<file path="config.mk">
export PLATFORM = sky130hd
export DESIGN_NAME = inc_pipe
export DESIGN_NICKNAME = d
export VERILOG_FILES = /design/src/rtl/inc_pipe.sv
export SDC_FILE = /design/constraint.sdc
export NUM_CORES = 1
export LEC_CHECK = 0
export ABC_AREA = 1
export CAP_MARGIN = 20
export CORE_UTILIZATION = 47
export DETAILED_ROUTE_END_ITERATION = 7
export PLACE_DENSITY = 0.76
export SYNTH_ARGS = -nofsm -noshare
export SYNTH_HDL_FRONTEND = slang
export SYNTH_SLANG_ARGS = --single-unit
</file>
<file path="constraint.sdc">
create_clock -name Clk -period 1.17 [get_ports Clk]
set_input_delay 0.234 -clock Clk [delete_from_list [all_inputs] [get_ports Clk]]
set_output_delay 0.234 -clock Clk [all_outputs]
set_load 0.05 [all_outputs]
</file>
<file path="src/rtl/inc_pipe.sv">
// Incrementer stage: d = a + 1, with optional saturation and an overflow flag that travels with d.
// Latency: one cycle from input accept to output valid, when the output register is empty or draining.
// Backpressure: two-entry elastic buffer (output + skid); in_ready is registered, no out_ready->in_ready path.
module inc_pipe #(
    parameter int unsigned DATAWIDTH = 16,
    parameter bit          SATURATE  = 1'b0
) (
    input  logic                 Clk,
    input  logic                 Rst,
    input  logic                 in_valid,
    output logic                 in_ready,
    input  logic [DATAWIDTH-1:0] a,
    output logic                 out_valid,
    input  logic                 out_ready,
    output logic [DATAWIDTH-1:0] d,
    output logic                 ovf
);

    typedef enum logic [1:0] {
        EMPTY = 2'd0,
        ONE   = 2'd1,
        TWO   = 2'd2
    } state_t;

    state_t               state_q;
    state_t               state_d;
    logic                 in_ready_q;
    logic [DATAWIDTH-1:0] d_q;
    logic                 ovf_q;
    logic [DATAWIDTH-1:0] skid_d_q;
    logic                 skid_ovf_q;

    logic                 acc;
    logic                 drn;
    logic                 load_out;
    logic                 load_skid;
    logic                 move_skid;

    logic [DATAWIDTH:0]   sum;
    logic                 res_ovf;
    logic [DATAWIDTH-1:0] res_d;

    assign sum     = {1'b0, a} + {{DATAWIDTH{1'b0}}, 1'b1};
    assign res_ovf = sum[DATAWIDTH];
    assign res_d   = (SATURATE && res_ovf) ? {DATAWIDTH{1'b1}} : sum[DATAWIDTH-1:0];

    assign in_ready  = in_ready_q;
    assign out_valid = (state_q != EMPTY);
    assign d         = d_q;
    assign ovf       = ovf_q;

    assign acc = in_valid & in_ready_q;
    assign drn = out_valid & out_ready;

    always_comb begin
        state_d   = state_q;
        load_out  = 1'b0;
        load_skid = 1'b0;
        move_skid = 1'b0;
        case (state_q)
            EMPTY: begin
                if (acc) begin
                    state_d  = ONE;
                    load_out = 1'b1;
                end
            end
            ONE: begin
                if (acc && drn) begin
                    load_out = 1'b1;
                end else if (acc) begin
                    state_d   = TWO;
                    load_skid = 1'b1;
                end else if (drn) begin
                    state_d = EMPTY;
                end
            end
            TWO: begin
                // in_ready is low here, so nothing new can arrive alongside the skid move
                if (drn) begin
                    state_d   = ONE;
                    move_skid = 1'b1;
                end
            end
            default: state_d = EMPTY;
        endcase
    end

    always_ff @(posedge Clk or negedge Rst) begin
        if (!Rst) begin
            state_q    <= EMPTY;
            in_ready_q <= 1'b0;
        end else begin
            state_q    <= state_d;
            in_ready_q <= (state_d != TWO);
        end
    end

    always_ff @(posedge Clk or negedge Rst) begin
        if (!Rst) begin
            d_q        <= '0;
            ovf_q      <= 1'b0;
            skid_d_q   <= '0;
            skid_ovf_q <= 1'b0;
        end else begin
            if (load_out) begin
                d_q   <= res_d;
                ovf_q <= res_ovf;
            end else if (move_skid) begin
                d_q   <= skid_d_q;
                ovf_q <= skid_ovf_q;
            end
            if (load_skid) begin
                skid_d_q   <= res_d;
                skid_ovf_q <= res_ovf;
            end else if (move_skid) begin
                skid_d_q   <= '0;
                skid_ovf_q <= 1'b0;
            end
        end
    end

endmodule

</file>
==> results.py, run 1 <==
# Metrics from the implementation run
metrics = {
    "layout": {
        "finish.utilization_pct": 81.0,
        "nets": 379,
        "fillers": 227,
        "n_all_buffers": 76,
    },
    "logic_synthesis": {
        "ys_sh_mux_pct": 0,
        "synthXorXnorAreaFrac_pct": 2.98,
        "ys.warnings.count": 0,
    },
    "timing": {
        "finalWorstSetupSlack_ps": -199,
        "finalSetupViolCount": 38,
        "slew_headroom_pct": 80.3,
        "maxSlewViolCount": 0,
        "hold_violations": 0,
    },
    "placed_design": {
        "dp_slack_ps": -553,
        "gp_congestion": 0.911,
    },
    "routing": {
        "first_pass_iters": 4,
        "via_count": 2147,
    },
    "grt": {
        "grt_max_degree": 38,
        "track_usage_pct": 29.1,
        "grt_pass1_wl_um": 9630,
    },
    "setup_path": {
        "regToRegStartpoint": "state_q[1]",
        "r2r_setup_slack_ps": -200,
        "critPathArrivalTime_ps": 1550,
    },
    "run_status": {
        "violations": "negative setup slack",
        "status": "finished, violations left",
    },
    "clock_network": {
        "root_buffer": "clkbuf_8",
    },
    "power_and_ir_drop": {
        "pwr-share-clk_pct": 11.8,
    },
    "min_path": {
        "hold_path_class": "in -> reg",
    },
}
-- run 1: power groups by stage --
stage | logic, µW | registers [µW] | clock network, µW
after floorplan | 1030 | 3080 | 0
after global placement | 3630 | 2280 | 0
after detailed placement | 3690 | 2300 | 0
after CTS | 3970 | 2280 | 883
after global routing | 4390 | 2390 | 947
final | 4140 | 2340 | 869
-- run 1: timing repair --
action                                  CTS  global route
buffers inserted                          4             0
gates cloned                              2             1
endpoints found under the setup margin   38            38
pin swaps                                16            10
hold endpoints to repair                 37             0
resized                                  60            28
hold buffers                              1             0
-- run 1: cell usage after synthesis, types with 2 or more instances --
library cell / n / area, µm²
o21ai_0: 8 / 40.0
nor2_2: 2 / 12.5
a21oi_1: 2 / 10.0
nor2_4: 4 / 45.0
inv_1: 27 / 101
xnor2_1: 5 / 43.8
xor2_1: 2 / 17.5
nand3_1: 17 / 85.1
dfrtp_1: 37 / 926
o211ai_1: 3 / 22.5
nor2_1: 15 / 56.3
nand2_1: 128 / 480
inv_2: 4 / 15.0
nand4_1: 4 / 25.0
nand2_2: 4 / 25.0
o21ai_1: 2 / 10.0
buf_6: 3 / 33.8
nand2_4: 2 / 22.5
-- run 1: worst max path at each step --
stage	start	end	slack, ps	depth (start not counted)
finish	state_q[1]	skid_d_q[5]	-200	7
detailed placement	a[1]	ovf	-550	8
CTS	state_q[1]	ovf	-140	9
floorplan	in_ready	skid_d_q[10]	-230	8
global route	state_q[1]	ovf	-230	9
global placement	a[0]	skid_ovf_q	-520	8
-- run 1: critical path, cell delays in order, from the launching register on --
cell and delay [ps]:
dfrtp_1 420, buf_6 140, nor2_4 200, nand2_4 130
nand2_8 130, clkinv_8 80, nand2_1 70, o21ai_2 60
run_1/closeup.png
Region (5, 39) to (30, 64) µm. Cells in gray, sequential cells in the stronger gray; small squares are vias.
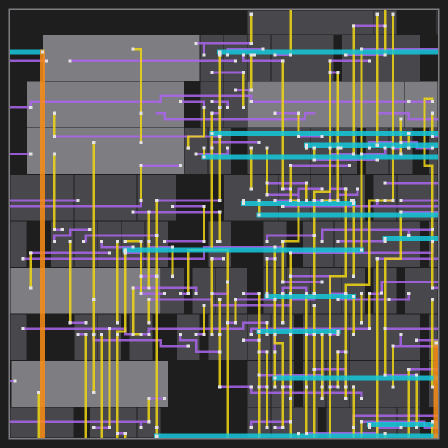
| layer | color |
|---|---|
| M3 | cyan |
| M4 | orange |
| M2 | yellow |
| M1 | purple |
cells with their middle in the window: 70
netlist names of flops here include: d (3), skid_d_q (3)
most frequent: nand2_1 (31), inv_1 (6), dfrtp_1 (6)
sequential cells in the window: 6

run_1/sizing.png
Scale: 6 px per µm.
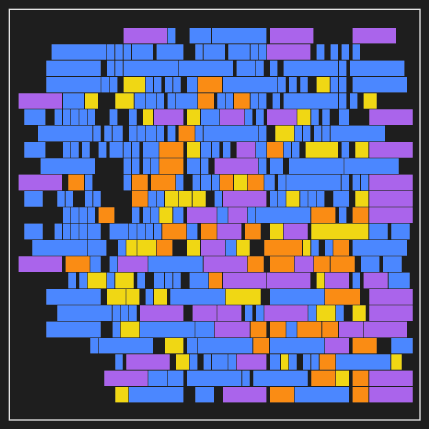
| size | color | cells |
|---|---|---|
| x2 | yellow | 42 |
| x1 and smaller | blue | 231 |
| x3 and x4 | orange | 40 |
| x6 and larger | purple | 46 |

run_1/m1.png
Scale: 6 px per µm.
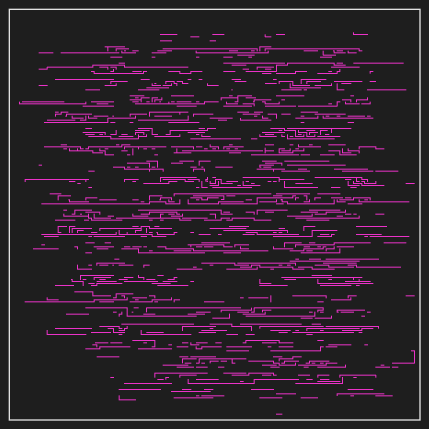
share of all routed wire: 38%
wire length on this layer: 2320 µm
main direction: horizontal
longest straight run: 17.9 µm

==> inputs of run 2 (changes only) <==
--- a/config.mk
+++ b/config.mk
@@ -9,7 +9,7 @@
 export CAP_MARGIN = 20
 export CORE_UTILIZATION = 47
 export DETAILED_ROUTE_END_ITERATION = 7
-export PLACE_DENSITY = 0.76
+export DONT_BUFFER_PORTS = 1
 export SYNTH_ARGS = -nofsm -noshare
 export SYNTH_HDL_FRONTEND = slang
 export SYNTH_SLANG_ARGS = --single-unit
run_2/m1.png
Scale: 6 px per µm.
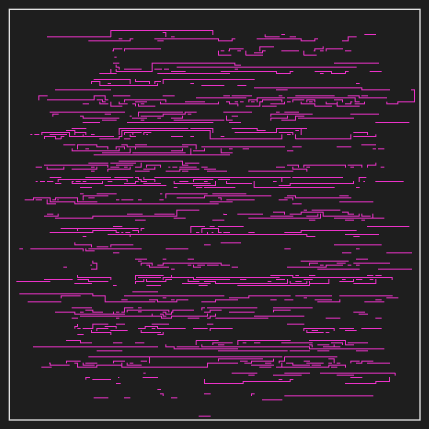
longest straight run: 33.1 µm
main direction: horizontal

==> run 2 against run 1 <==
Effect of this change:
- the flow still finishes with violations (negative setup slack)
- cell area is 23% lower
- first-iteration DRC count decreased by 50%
- clock power rose by 6.8%
==> results.py, run 2 <==
# Metrics from the implementation run
metrics = {
    "logic_synthesis": {
        "ys_types": 26,
        "yosys-top-cells-count": "128 x nand2_1, 37 x dfrtp_1, 27 x inv_1",
        "top_area_cell": "dfrtp_1",
        "most_common_cell": "nand2_1",
        "synthCells": 277,
        "async_flop_share_pct": 100,
        "yosys-top-cells-area": "dfrtp_1 45%, nand2_1 23%, inv_1 4.9%",
        "postSynthAreaPerCell_um2": 7.43,
        "ys.warnings.count": 0,
        "synth_top_area_share_pct": 45.0,
    },
    "setup_path": {
        "crit_slowest_cell": "dfrtp_1",
        "crit_buf_inv": 3,
        "cpLargestDelayFamily": "flip-flops",
        "critPathArrivalTime_ps": 1040,
        "r2r_setup_slack_ps": -90,
        "startpoint": "state_q[0]",
        "crit_cells": 4,
        "endpoint": "out_valid",
        "slowest_delay_ps": 390,
        "regToRegStartpoint": "state_q[1]",
        "crit_path_cell_trace": "inv_2, buf_6, nand2_4, buf_12",
    },
    "timing": {
        "maxSlewViolCount": 0,
        "hold_violations": 0,
        "finalWorstSetupSlack_ps": -106,
        "finClkSkew_ps": 5.44,
        "finalSetupViolCount": 35,
        "period_needed_ps": 1280,
        "hold_ws_ps": 44.9,
        "slew_headroom_pct": 68.8,
        "tightest_slew_ps": 469,
    },
    "placed_design": {
        "place.detailed.hpwl_um": 3410,
        "gp_congestion": 0.899,
    },
    "layout": {
        "mostFrequentLayoutCell": "nand2_1",
        "nets": 333,
    },
    "grt": {
        "grt_max_degree": 38,
        "grt_pass1_vias": 1652,
        "track_usage_pct": 24.0,
        "grt_pass1_wl_um": 7910,
    },
    "floorplan": {
        "dieArea_um2": 4650,
        "rows": 23,
    },
    "job": {
        "maxCapViolCount": 0,
    },
    "routing": {
        "first_pass_iters": 4,
        "via_count": 1802,
        "wl_per_cell_um": 13.3,
    },
    "min_path": {
        "hold_path_class": "in -> reg",
    },
    "clock_network": {
        "root_buffer": "clkbuf_8",
    },
    "run_status": {
        "violations": "negative setup slack",
        "status": "finished, violations left",
    },
}
-- run 2: cell count changes in the layout (fill, tap and decap cells not counted), sizes merged --
cell	delta
dlymetal6s2s	-1
clkinv	-3
dlygate4sd2	-8
clkdlybuf4s50	-9
inv	-1
buf	-27
clkbuf	+3
-- run 2: power by group --
part | total (µW) | switching, µW | internal [µW]
registers | 2560 | 724 | 1830
logic | 2520 | 1560 | 963
clock network | 928 | 448 | 480
-- run 2: per-layer routing --
layer  vias to the layer above  global-route usage, %  wire, µm
met5                         -                      0         0
li1                        922                      -         -
met1                       830                   32.6      2320
met2                        43                   36.3      2210
met3                         7                   5.67       253
met4                         0                   9.90        71
-- run 2: cell type report --
cell class | count | area (µm²)
tap | 50 | 62.6
timing repair buffer | 32 | 333
sequential | 37 | 933
inverter | 32 | 135
clock buffer | 8 | 90.1
fill | 383 | 1540
multi-input combinational | 203 | 1010
timing repair inverter | 1 | 8.76
-- run 2: timing repair --
item                                   in CTS  in global routing
setup buffers                               5                  1
gates cloned                                1                  1
endpoints found under the hold margin      37                  0
hold buffers                                2                  0
pin swaps                                   0                  3
setup endpoints to repair                  39                 40
gates resized                              22                 13
-- run 2: cell families after synthesis --
family	Yosys count	share of synthesized area [%]
XOR/XNOR	7	2.98
adder cells (fa/ha/maj)	1	0.607
buffers and inverters	37	8.93
AND/OR/NAND/NOR	179	38.1
AND-OR/OR-AND	16	4.44
flip-flops	37	45.0
-- run 2: stage by stage --
step	util [%]	setup slack, ps	cell area [µm²]
after floorplan	-	-228	2060
after CTS	60.8	-108	2500
after detailed placement	55.3	-85.7	2280
after global routing	62.6	-200	2580
after global placement	55.3	-56.6	2280
final	62.6	-106	2580
Power and IR drop assume default switching activity.
